<file path="config.mk">
export PLATFORM = sky130hd
export DESIGN_NAME = instr_fetch_unit_flat
export DESIGN_NICKNAME = d
export VERILOG_FILES = /design/src/rtl/instr_fetch_unit_if.sv /design/src/rtl/instr_fetch_unit.sv /design/src/flat_wrapper.sv
export SDC_FILE = /design/constraint.sdc
export NUM_CORES = 1
export LEC_CHECK = 0
export CORE_MARGIN = 1
export CORE_UTILIZATION = 40
export DETAILED_ROUTE_END_ITERATION = 10
export PLACE_DENSITY = 0.76
export SLEW_MARGIN = 20
export SYNTH_ARGS = -nofsm -noshare
export SYNTH_HDL_FRONTEND = slang
export SYNTH_SLANG_ARGS = --single-unit
</file>
<file path="constraint.sdc">
create_clock -name clk -period 1.6 [get_ports clk]
set_input_delay 0.32 -clock clk [delete_from_list [all_inputs] [get_ports clk]]
set_output_delay 0.32 -clock clk [all_outputs]
set_load 0.1 [all_outputs]
</file>
<file path="src/rtl/instr_fetch_unit_if.sv">
// Instruction-memory read port: request/address out, data/ready strobe back.
interface instr_fetch_unit_if #(
  parameter int ADDR_W = 16,
  parameter int DATA_W = 16
);
  logic              mem_readM;
  logic [ADDR_W-1:0] mem_address;
  logic [DATA_W-1:0] mem_data;
  logic              mem_inputReady;

  modport master (
    output mem_readM,
    output mem_address,
    input  mem_data,
    input  mem_inputReady
  );

  modport slave (
    input  mem_readM,
    input  mem_address,
    output mem_data,
    output mem_inputReady
  );
endinterface

</file>
<file path="src/rtl/instr_fetch_unit.sv">
// Fetch unit: issues one instruction read per fetch_start, latches the word,
// and returns next_PC/PCwrite; redirects squash any in-flight fetch.
module instr_fetch_unit #(
  parameter int ADDR_W  = 16,
  parameter int DATA_W  = 16,
  parameter int TIMEOUT = 64
) (
  input  logic                clk,
  input  logic                reset_n,
  input  logic [ADDR_W-1:0]   PC,
  input  logic                fetch_start,
  input  logic                redirect,
  input  logic [ADDR_W-1:0]   redirect_PC,
  instr_fetch_unit_if.master  mem,
  output logic [DATA_W-1:0]   instr,
  output logic                instr_valid,
  output logic [ADDR_W-1:0]   next_PC,
  output logic                PCwrite,
  output logic                busy,
  output logic                fetch_err
);

  typedef enum logic [1:0] {IDLE, WAIT, FLUSH} state_t;

  localparam int TW = (TIMEOUT > 1) ? $clog2(TIMEOUT + 1) : 1;
  localparam logic [TW-1:0] TLIM = TW'((TIMEOUT > 0) ? TIMEOUT - 1 : 0);

  state_t            state_q, state_d;
  logic [ADDR_W-1:0] fetch_pc_q, fetch_pc_d;
  logic [ADDR_W-1:0] mem_address_q, mem_address_d;
  logic              mem_readM_q, mem_readM_d;
  logic [DATA_W-1:0] instr_q, instr_d;
  logic              instr_valid_q, instr_valid_d;
  logic [ADDR_W-1:0] next_PC_q, next_PC_d;
  logic              PCwrite_q, PCwrite_d;
  logic              fetch_err_q, fetch_err_d;
  logic [TW-1:0]     timer_q, timer_d;
  logic [TW-1:0]     timer_inc;
  logic              timeout_hit;

  // Timer saturates; the >= compare still fires if a redirect pushed it past the limit.
  assign timer_inc   = (timer_q == '1) ? timer_q : timer_q + 1'b1;
  assign timeout_hit = (TIMEOUT != 0) && (timer_q >= TLIM);

  always_comb begin
    state_d       = state_q;
    fetch_pc_d    = fetch_pc_q;
    mem_address_d = mem_address_q;
    mem_readM_d   = mem_readM_q;
    instr_d       = instr_q;
    instr_valid_d = 1'b0;
    next_PC_d     = next_PC_q;
    PCwrite_d     = 1'b0;
    fetch_err_d   = fetch_err_q;
    timer_d       = timer_q;

    unique case (state_q)
      IDLE: begin
        if (redirect) begin
          next_PC_d = redirect_PC;
          PCwrite_d = 1'b1;
        end else if (fetch_start) begin
          fetch_pc_d    = PC;
          mem_address_d = PC;
          mem_readM_d   = 1'b1;
          timer_d       = '0;
          state_d       = WAIT;
        end
      end

      WAIT: begin
        if (redirect) begin
          next_PC_d   = redirect_PC;
          PCwrite_d   = 1'b1;
          mem_readM_d = 1'b0;
          timer_d     = timer_inc;
          state_d     = mem.mem_inputReady ? IDLE : FLUSH;
        end else if (mem.mem_inputReady) begin
          instr_d       = mem.mem_data;
          instr_valid_d = 1'b1;
          next_PC_d     = fetch_pc_q + ADDR_W'(1);
          PCwrite_d     = 1'b1;
          mem_readM_d   = 1'b0;
          state_d       = IDLE;
        end else if (timeout_hit) begin
          fetch_err_d = 1'b1;
          mem_readM_d = 1'b0;
          state_d     = IDLE;
        end else begin
          timer_d = timer_inc;
        end
      end

      FLUSH: begin
        if (redirect) begin
          next_PC_d = redirect_PC;
          PCwrite_d = 1'b1;
        end
        if (mem.mem_inputReady) begin
          state_d = IDLE;
        end else if (timeout_hit) begin
          fetch_err_d = 1'b1;
          state_d     = IDLE;
        end else begin
          timer_d = timer_inc;
        end
      end

      default: state_d = IDLE;
    endcase
  end

  always_ff @(posedge clk) begin
    if (!reset_n) begin
      state_q       <= IDLE;
      fetch_pc_q    <= '0;
      mem_address_q <= '0;
      mem_readM_q   <= 1'b0;
      instr_q       <= '0;
      instr_valid_q <= 1'b0;
      next_PC_q     <= '0;
      PCwrite_q     <= 1'b0;
      fetch_err_q   <= 1'b0;
      timer_q       <= '0;
    end else begin
      state_q       <= state_d;
      fetch_pc_q    <= fetch_pc_d;
      mem_address_q <= mem_address_d;
      mem_readM_q   <= mem_readM_d;
      instr_q       <= instr_d;
      instr_valid_q <= instr_valid_d;
      next_PC_q     <= next_PC_d;
      PCwrite_q     <= PCwrite_d;
      fetch_err_q   <= fetch_err_d;
      timer_q       <= timer_d;
    end
  end

  assign mem.mem_readM   = mem_readM_q;
  assign mem.mem_address = mem_address_q;
  assign instr           = instr_q;
  assign instr_valid     = instr_valid_q;
  assign next_PC         = next_PC_q;
  assign PCwrite         = PCwrite_q;
  assign busy            = (state_q != IDLE);
  assign fetch_err       = fetch_err_q;

endmodule

</file>
<file path="src/flat_wrapper.sv">
// flat-port wrapper written by rule: the top's interface ports become plain ports
module instr_fetch_unit_flat 
#(
  parameter int ADDR_W  = 16,
  parameter int DATA_W  = 16,
  parameter int TIMEOUT = 64
)
  (clk, reset_n, PC, fetch_start, redirect, redirect_PC, instr, instr_valid, next_PC, PCwrite, busy, fetch_err, mem_mem_readM, mem_mem_address, mem_mem_data, mem_mem_inputReady);
  instr_fetch_unit_if #(.ADDR_W(ADDR_W), .DATA_W(DATA_W)) mem_i ();
  input  logic clk;
  input  logic reset_n;
  input  logic [ADDR_W-1:0] PC;
  input  logic fetch_start;
  input  logic redirect;
  input  logic [ADDR_W-1:0] redirect_PC;
  output logic [DATA_W-1:0] instr;
  output logic instr_valid;
  output logic [ADDR_W-1:0] next_PC;
  output logic PCwrite;
  output logic busy;
  output logic fetch_err;
  output wire logic [$bits(mem_i.mem_readM)-1:0] mem_mem_readM;
  output wire logic [$bits(mem_i.mem_address)-1:0] mem_mem_address;
  input wire logic [$bits(mem_i.mem_data)-1:0] mem_mem_data;
  input wire logic [$bits(mem_i.mem_inputReady)-1:0] mem_mem_inputReady;
  assign mem_mem_readM = mem_i.mem_readM;
  assign mem_mem_address = mem_i.mem_address;
  assign mem_i.mem_data = mem_mem_data;
  assign mem_i.mem_inputReady = mem_mem_inputReady;
  instr_fetch_unit #(.ADDR_W(ADDR_W), .DATA_W(DATA_W), .TIMEOUT(TIMEOUT)) u_core (.clk(clk), .reset_n(reset_n), .PC(PC), .fetch_start(fetch_start), .redirect(redirect), .redirect_PC(redirect_PC), .mem(mem_i), .instr(instr), .instr_valid(instr_valid), .next_PC(next_PC), .PCwrite(PCwrite), .busy(busy), .fetch_err(fetch_err));
endmodule
</file>
==> summary.rpt <==
IMPLEMENTATION SUMMARY REPORT
----------------------------------------------------
[Power]
  Seq group ........................ 1.74 mW

[Global route]
  Met2 global-route usage ........................ 0.478

[Critical path]
  Setup slack on the worst flop-to-flop path ........................ -0.02 ns
  Critical path, cell by cell ........................ inv_4 -> ha_4 -> buf_6 -> clkinvlp_4 -> buf_12

[Placement]
  Setup slack after placement ........................ -0.256 ns
  Detailed placement HPWL ........................ between 6000 and 7000 um

[Final timing]
  Fin worst setup slack ........................ -0.0314 ns
  Final setup fails ........................ 8
  Max-slew violation count ........................ 0

[CTS]
  Number of resized instances in the post-cts repair step ........................ 13
  TritonCTS Buffers ........................ 9
  CTS tree ........................ done

[Synthesis]
  Commonest cells in the synthesized netlist ........................ 97 x nand2_1, 61 x dfxtp_1, 54 x a21oi_1
  Post-synthesis xor/xnor area fraction ........................ 0.0429
  Post-synthesis cell type with the largest instance count ........................ nand2_1
  Avg Inst Size Synth ........................ 7.84 um^2
  Count of flip-flops with a built-in enable after synthesis ........................ 0

[Layout]
  Count of clock-net buffers in the final layout ........................ 11
  Non-clock inverter count in the final layout ........................ 9
  Most frequent logic cells in the routed design ........................ 95 x nand2_1, 58 x buf_12, 52 x clkdlybuf4s50_1
  Fraction of area in clock buffers and inverters ........................ 0.0404

[Floorplanning]
  Die height ........................ 86.6 um

[Drt]
  Detailed route wirelength on metal2 ........................ 5300 um

[Status]
  Run status ........................ complete, but fails checks
  Violated checks ........................ negative setup slack

----------------------------------------------------
==> images/m1.png <==
Drawn at 4 px/um. Supply wires on this layer in grey.
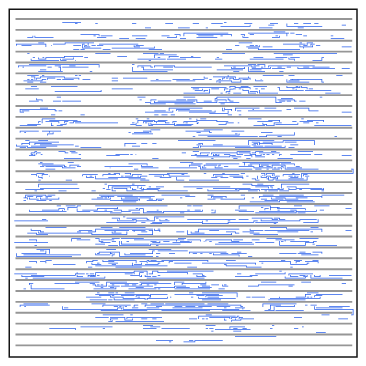
The longest straight run is 29.0 um. 484 nets have wire on it. The layer carries 3820 um of wire. The layer holds 38% of the routed length.
M1 GR Usage: 0.292
Detailed Route WL: 10200 um

==> images/m2.png <==
Drawn at 3 px/um.
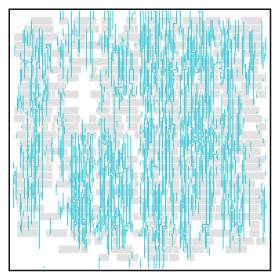
The longest straight run is 35.0 um. The wires run mostly vertical. 493 nets have wire on it. The layer carries 5300 um of wire.

Power figures rest on the tool's default switching activity, not on a simulated workload.
